**Run 1: met3 routing**

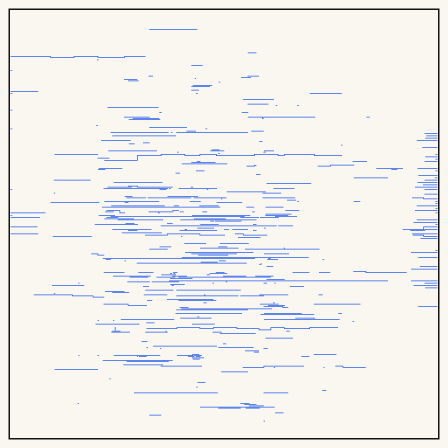
**Run 1: signal wires by layer**

Only two layers are drawn.
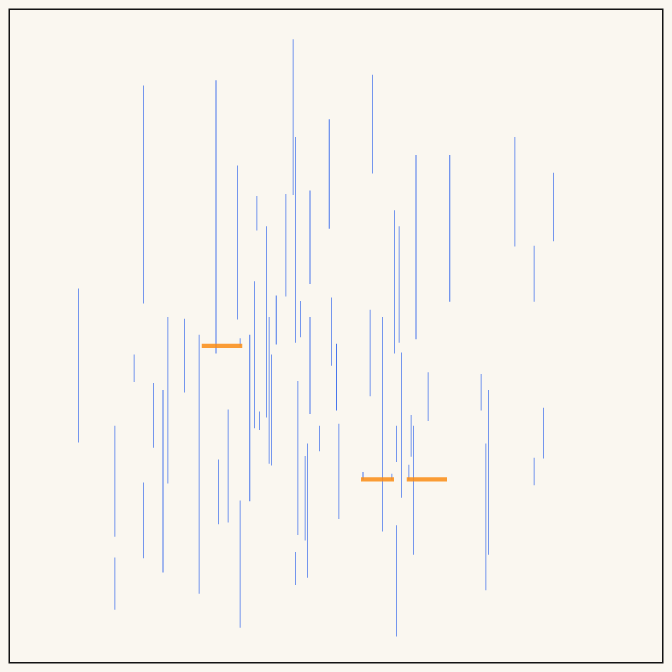
**Run 1: routing congestion map**

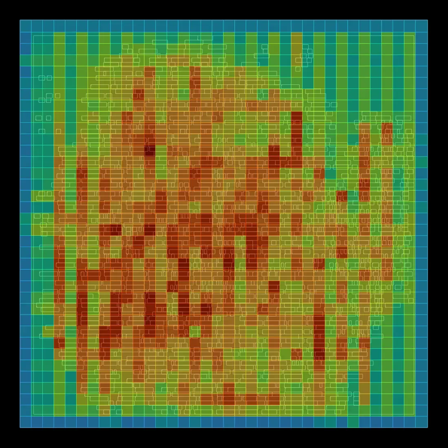
==> src/rtl/port_tx.sv <==
// port_tx: egress side of a switch port.
//   Accepts one packet header (priority, length) from the switch core plus a
//   stream of payload words, buffers the payload in a small FIFO and emits
//   rd_sop, a regenerated control word, `length` payload words, then rd_eop.
//   The control word layout is {length[8:0], prior[2:0], PORT_ID[3:0]}, the
//   same layout the ingress side parses.
//
// Ports:
//   clk, rst_n                         clock, async active-low reset
//   hdr_vld/hdr_prior/hdr_length       header from core; hdr_ready = accepted
//   in_vld/in_data/in_last, in_ready   payload words into the FIFO
//   tx_ready                           downstream permits a new packet
//   rd_sop/rd_vld/rd_data/rd_eop       packet output
//   busy                               FSM not idle
//   err_len                            pulse on in_last / length disagreement
//   pkt_cnt                            completed packets (wraps)
//
// state    | meaning
// ---------+--------------------------------------------------------------
// ST_IDLE  | waiting for a header (hdr_ready = 1)
// ST_HOLD  | header latched, waiting for tx_ready
// ST_SOP   | rd_sop shown this cycle
// ST_CTRL  | control word shown this cycle
// ST_DATA  | payload phase: a popped word or an underrun gap is shown
// ST_EOP   | rd_eop shown this cycle, pkt_cnt already advanced
module port_tx #(
    parameter logic [3:0] PORT_ID    = 4'd0,
    parameter int         FIFO_DEPTH = 32
) (
    input  logic        clk,
    input  logic        rst_n,
    input  logic        hdr_vld,
    input  logic [2:0]  hdr_prior,
    input  logic [8:0]  hdr_length,
    output logic        hdr_ready,
    input  logic        in_vld,
    input  logic [15:0] in_data,
    input  logic        in_last,
    output logic        in_ready,
    input  logic        tx_ready,
    output logic        rd_sop,
    output logic        rd_vld,
    output logic [15:0] rd_data,
    output logic        rd_eop,
    output logic        busy,
    output logic        err_len,
    output logic [15:0] pkt_cnt
);

    localparam int PTR_W = (FIFO_DEPTH > 1) ? $clog2(FIFO_DEPTH) : 1;
    localparam int CNT_W = PTR_W + 1;
    localparam logic [CNT_W-1:0] FULL_CNT = CNT_W'(FIFO_DEPTH);

    typedef enum logic [2:0] {
        ST_IDLE,
        ST_HOLD,
        ST_SOP,
        ST_CTRL,
        ST_DATA,
        ST_EOP
    } state_t;

    state_t state, state_next;

    // ---------------- payload FIFO ----------------
    logic [16:0]      mem [FIFO_DEPTH];
    logic [PTR_W-1:0] wr_ptr, rd_ptr;
    logic [CNT_W-1:0] count;
    logic             push, pop, fifo_empty;
    logic [16:0]      head;

    assign in_ready   = (count != FULL_CNT);
    assign push       = in_vld && in_ready;
    assign fifo_empty = (count == '0);
    assign head       = mem[rd_ptr];

    always_ff @(posedge clk) begin
        if (push) mem[wr_ptr] <= {in_last, in_data};
    end

    always_ff @(posedge clk or negedge rst_n) begin
        if (!rst_n) begin
            wr_ptr <= '0;
            rd_ptr <= '0;
            count  <= '0;
        end else begin
            if (push) wr_ptr <= wr_ptr + PTR_W'(1);
            if (pop)  rd_ptr <= rd_ptr + PTR_W'(1);
            case ({push, pop})
                2'b10:   count <= count + CNT_W'(1);
                2'b01:   count <= count - CNT_W'(1);
                default: count <= count;
            endcase
        end
    end

    // ---------------- packet FSM ----------------
    logic [2:0]  prior;
    logic [8:0]  length;
    logic [8:0]  remain;
    logic        sop_n, vld_n, eop_n, err_n;
    logic [15:0] data_n;
    logic        hdr_acc, cnt_inc;

    assign hdr_ready = (state == ST_IDLE);
    assign busy      = (state != ST_IDLE);

    // Outputs are registered alongside the state, so every decision below
    // describes what will be visible in the cycle after this edge. The pop
    // for a payload word happens on the edge that starts its output cycle.
    always_comb begin
        state_next = state;
        sop_n      = 1'b0;
        vld_n      = 1'b0;
        eop_n      = 1'b0;
        err_n      = 1'b0;
        data_n     = rd_data;
        pop        = 1'b0;
        hdr_acc    = 1'b0;
        cnt_inc    = 1'b0;
        case (state)
            ST_IDLE: begin
                if (hdr_vld) begin
                    hdr_acc    = 1'b1;
                    state_next = ST_HOLD;
                end
            end
            ST_HOLD: begin
                if (tx_ready) begin
                    sop_n      = 1'b1;
                    state_next = ST_SOP;
                end
            end
            ST_SOP: begin
                vld_n      = 1'b1;
                data_n     = {length, prior, PORT_ID};
                state_next = ST_CTRL;
            end
            ST_CTRL, ST_DATA: begin
                if (remain == 9'd0) begin
                    eop_n      = 1'b1;
                    cnt_inc    = 1'b1;
                    state_next = ST_EOP;
                end else begin
                    state_next = ST_DATA;
                    if (!fifo_empty) begin
                        pop    = 1'b1;
                        vld_n  = 1'b1;
                        data_n = head[15:0];
                        // in_last must be set exactly on the word that
                        // exhausts the header length
                        err_n  = head[16] ^ (remain == 9'd1);
                    end
                end
            end
            ST_EOP: begin
                state_next = ST_IDLE;
            end
            default: begin
                state_next = ST_IDLE;
            end
        endcase
    end

    always_ff @(posedge clk or negedge rst_n) begin
        if (!rst_n) begin
            state   <= ST_IDLE;
            rd_sop  <= 1'b0;
            rd_vld  <= 1'b0;
            rd_eop  <= 1'b0;
            err_len <= 1'b0;
            rd_data <= '0;
            pkt_cnt <= '0;
            prior   <= '0;
            length  <= '0;
            remain  <= '0;
        end else begin
            state   <= state_next;
            rd_sop  <= sop_n;
            rd_vld  <= vld_n;
            rd_eop  <= eop_n;
            err_len <= err_n;
            rd_data <= data_n;
            if (cnt_inc) pkt_cnt <= pkt_cnt + 16'd1;
            if (hdr_acc) begin
                prior  <= hdr_prior;
                length <= hdr_length;
                remain <= hdr_length;
            end else if (pop) begin
                remain <= remain - 9'd1;
            end
        end
    end

endmodule

==> config.mk <==
export PLATFORM = sky130hd
export DESIGN_NAME = port_tx
export DESIGN_NICKNAME = d
export VERILOG_FILES = /design/src/rtl/port_tx.sv
export SDC_FILE = /design/constraint.sdc
export NUM_CORES = 1
export LEC_CHECK = 0
export CELL_PAD_IN_SITES_DETAIL_PLACEMENT = 1
export CELL_PAD_IN_SITES_GLOBAL_PLACEMENT = 1
export CORE_MARGIN = 8
export CORE_UTILIZATION = 45
export DETAILED_ROUTE_END_ITERATION = 10
export HOLD_SLACK_MARGIN = 0.08
export PLACE_DENSITY = 0.76
export SLEW_MARGIN = 0
export SYNTH_ARGS = -nofsm -noshare
export SYNTH_HDL_FRONTEND = slang
export SYNTH_SLANG_ARGS = --single-unit
==> constraint.sdc <==
create_clock -name clk -period 3.4 [get_ports clk]
set_input_delay 1.02 -clock clk [delete_from_list [all_inputs] [get_ports clk]]
set_output_delay 1.02 -clock clk [all_outputs]
set_load 0.03 [all_outputs]
==> impl_summary.log, run 1 <==
[flow] summary of implementation run
[metrics] run status: complete, no violations
[metrics] number of buffers on the longest clock path: 3
[metrics] Power Sequential: around 9.8 mW
[metrics] overall die height: approximately 250 um
[metrics] count of library flops with an enable pin: around 540
[metrics] terminus of the critical flop-to-flop path: count[4]$_DFFE_PN0P_
[metrics] metal3 WL: between 4 and 5 mm
[metrics] remaining routing DRC violations: 0
[metrics] DPL Wire Length: ~42 mm
[metrics] Tcrit/Tclk final: 0.944
[metrics] static power due to leakage: between 9 and 10 nW
[metrics] number of buffer and inverter instances along the worst setup path: 1
[metrics] post-synthesis sequential element count: around 620
[metrics] highest-count cells in the layout ignoring fill and taps: sky130_fd_sc_hd__edfxtp_1, sky130_fd_sc_hd__nand2_1, sky130_fd_sc_hd__mux2i_1, sky130_fd_sc_hd__mux4_2, sky130_fd_sc_hd__buf_4
[metrics] placed insts: roughly 2,100
[metrics] CTS hold repair buffers: 0
[metrics] DRC violation total after the first TritonRoute iteration: 1,261
[metrics] Seq/total area: 0.639
[metrics] multi-input combinational cell area: roughly 5800 sq um
[metrics] origin of the worst min-delay path: pkt_cnt[15]$_DFFE_PN0P_
[metrics] portion of total power attributed to sequential cells: 0.407
[metrics] share of synthesized cell area in and-or and or-and compound cells: 0.0500
[metrics] critical path startpoint category: flop
[metrics] count of yosys warnings during synthesis: 0
[metrics] cell type with the largest total area after synthesis: sky130_fd_sc_hd__edfxtp_1
[metrics] power in the clock group: 7.23 mW
[metrics] Final Wtd Congestion: approximately 0.81
[metrics] Fillers: 4,866
[metrics] fraction of the yosys area taken by sequential cells: 0.747
[metrics] number of signal-net buffers in the layout: about 160
[metrics] fraction of area in non-clock buffers: 0.0495
[metrics] fraction of met2 tracks used by global routing: 0.354
[metrics] internal power component: roughly 16 mW
[metrics] skew final: between 0.03 and 0.04 ns
[metrics] Initial DRT Pass Iterations: 5
[metrics] critical path start-end classification: flop to output port
[metrics] final hold slack: about 0.47 ns
[metrics] hold-critical path endpoint: pkt_cnt[15]$_DFFE_PN0P_
[metrics] die width: between 200 and 250 um
[metrics] drt via density: 5.98
[metrics] worst setup slack after layout: 0.190 ns
[metrics] top routing layer in use: met5
[metrics] vias in the first global route: ~14,000
About 'met3 routing':
wire length on this layer: 4,910 um
nets with wire on the layer: 191
share of all routed wire: 7.4%
final routed wirelength across all metal layers: 66.8 mm
total vias in the final route: 13,400
met3 demand-to-capacity share in global routing: 0.0486

About 'signal wires by layer':
legend:
  M4:
    colour: blue
    wire_length: 2,520 um
  M5:
    colour: orange
    wire_length: 38.6 um

About 'routing congestion map':
final routed wire length divided by cell count: 29.8 um
GR Layer Usage met1: 0.273
Util after Layout: 0.532
most crowded layer after global routing: met2

**Run 1: I/O pins on the die edge**

Pins as bars across the die edge, other pins in grey.
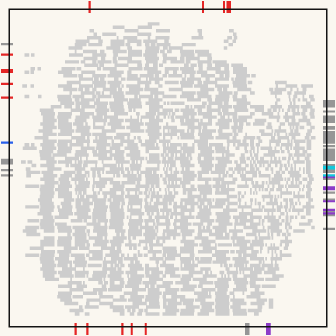

## Run 2: what changed since run 1
- RECOVER_POWER: unset -> 100
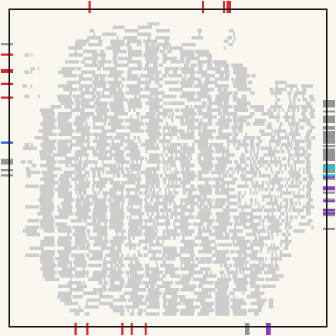
**Above:** run 2 (I/O pins on the die edge).
Pins as bars across the die edge, other pins in grey.
legend:
  `hdr_length`:
    colour: purple
    pins: 9
    direction: input
    edge: 6 right, 3 bottom
  `in_data`:
    colour: red
    pins: 16
    direction: input
    edge: 6 top, 5 left, 5 bottom
  `in_last`:
    colour: blue
    pins: 1
    direction: input
    edge: left
  `hdr_prior`:
    colour: cyan
    pins: 3
    direction: input
    edge: right
all pins by edge: 44 right, 12 left, 11 bottom, 6 top
overall die height: 249 um
total of buffers placed on input and output ports: 72

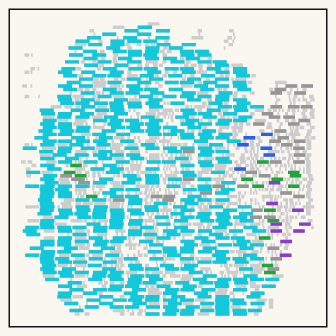
**Above:** run 2 (sequential cells grouped by signal name).
Other sequential cells in the stronger grey, the rest of the logic in the fainter grey.
legend:
  `mem`:
    colour: cyan
    sequential_cells: 544
  `remain`:
    colour: purple
    sequential_cells: 9
  `count`:
    colour: blue
    sequential_cells: 6
    where: middle right
  `rd_data`:
    colour: green
    sequential_cells: 16
not coloured: 45

==> run 2 against run 1 <==
Effect of this change:
- the run now ends with max-capacitance violations, max-slew violations left
- core utilization is 0.42 points lower
- die area stayed put
- sequential share of layout area is 0.50 points higher
- clock skew is 0.00096 ns lower
- largest power group unchanged
- area after synthesis stayed put
- power is 0.51% lower
- synthesized cell count stayed put
- largest cell class unchanged
- critical endpoint is now mem[7][12]$_DFFE_PP_
- worst hold slack worse by 0.0078 ns
- worst setup slack worse by 0.14 ns
==> impl_summary.log, run 2 <==
[flow] summary of implementation run
[metrics] run status: finished, violations left
[metrics] violations in the final reports: max-capacitance violations, max-slew violations
[metrics] vias in the first global route: 14,500 (unchanged)
[metrics] number of buffers on the longest clock path: 3 (unchanged)
[metrics] post-synthesis sequential element count: 620 (unchanged)
[metrics] Final Max Slew Viols: 623
[metrics] placed insts: 2,125 (unchanged)
[metrics] top routing layer in use: met5
[metrics] final hold slack: 0.463 ns (-0.00783 ns)
[metrics] Util after Layout: 0.527 (-0.00424)
[metrics] origin of the worst min-delay path: pkt_cnt[15]$_DFFE_PN0P_
[metrics] die width: 249 um (unchanged)
[metrics] static power due to leakage: 9.74 nW (-0.76%)
[metrics] terminus of the critical flop-to-flop path: rd_data[14]$_DFFE_PN0P_
[metrics] Power Sequential: 9.75 mW (about the same)
[metrics] internal power component: 15.9 mW (-0.56%)
[metrics] count of yosys warnings during synthesis: 0 (unchanged)
[metrics] count of library flops with an enable pin: 544 (unchanged)
[metrics] Fillers: 4,882 (+0.33%)
[metrics] remaining routing DRC violations: 0 (unchanged)
[metrics] total of max-cap violations: 18
[metrics] cell type with the largest total area after synthesis: sky130_fd_sc_hd__edfxtp_1
[metrics] Tcrit/Tclk final: 0.985 (+0.0407)
[metrics] power in the clock group: 7.21 mW (about the same)
[metrics] skew final: 0.0314 ns (-0.000963 ns)
[metrics] final routed wirelength across all metal layers: 66.7 mm (-0.19%)
[metrics] critical path startpoint category: primary input
[metrics] portion of total power attributed to sequential cells: 0.410 (+0.003)
[metrics] share of synthesized cell area in and-or and or-and compound cells: 0.0500 (unchanged)
[metrics] drt via density: 5.97 (about the same)
[metrics] highest-count cells in the layout ignoring fill and taps: sky130_fd_sc_hd__edfxtp_1, sky130_fd_sc_hd__nand2_1, sky130_fd_sc_hd__mux2i_1, sky130_fd_sc_hd__mux4_2, sky130_fd_sc_hd__dfrtp_1
[metrics] met3 demand-to-capacity share in global routing: 0.0486 (unchanged)
[metrics] critical path start-end classification: primary input to flop
[metrics] Seq/total area: 0.644 (+0.00505)
[metrics] DRC violation total after the first TritonRoute iteration: 1,267 (+0.48%)
[metrics] metal3 WL: 5.05 mm (+3.0%)
[metrics] number of buffer and inverter instances along the worst setup path: 5 (+4)
[metrics] hold-critical path endpoint: pkt_cnt[15]$_DFFE_PN0P_
[metrics] total vias in the final route: 13,400 (-0.030%)
[metrics] most crowded layer after global routing: met2
[metrics] fraction of met2 tracks used by global routing: 0.354 (unchanged)
Power and IR drop assume default switching activity.
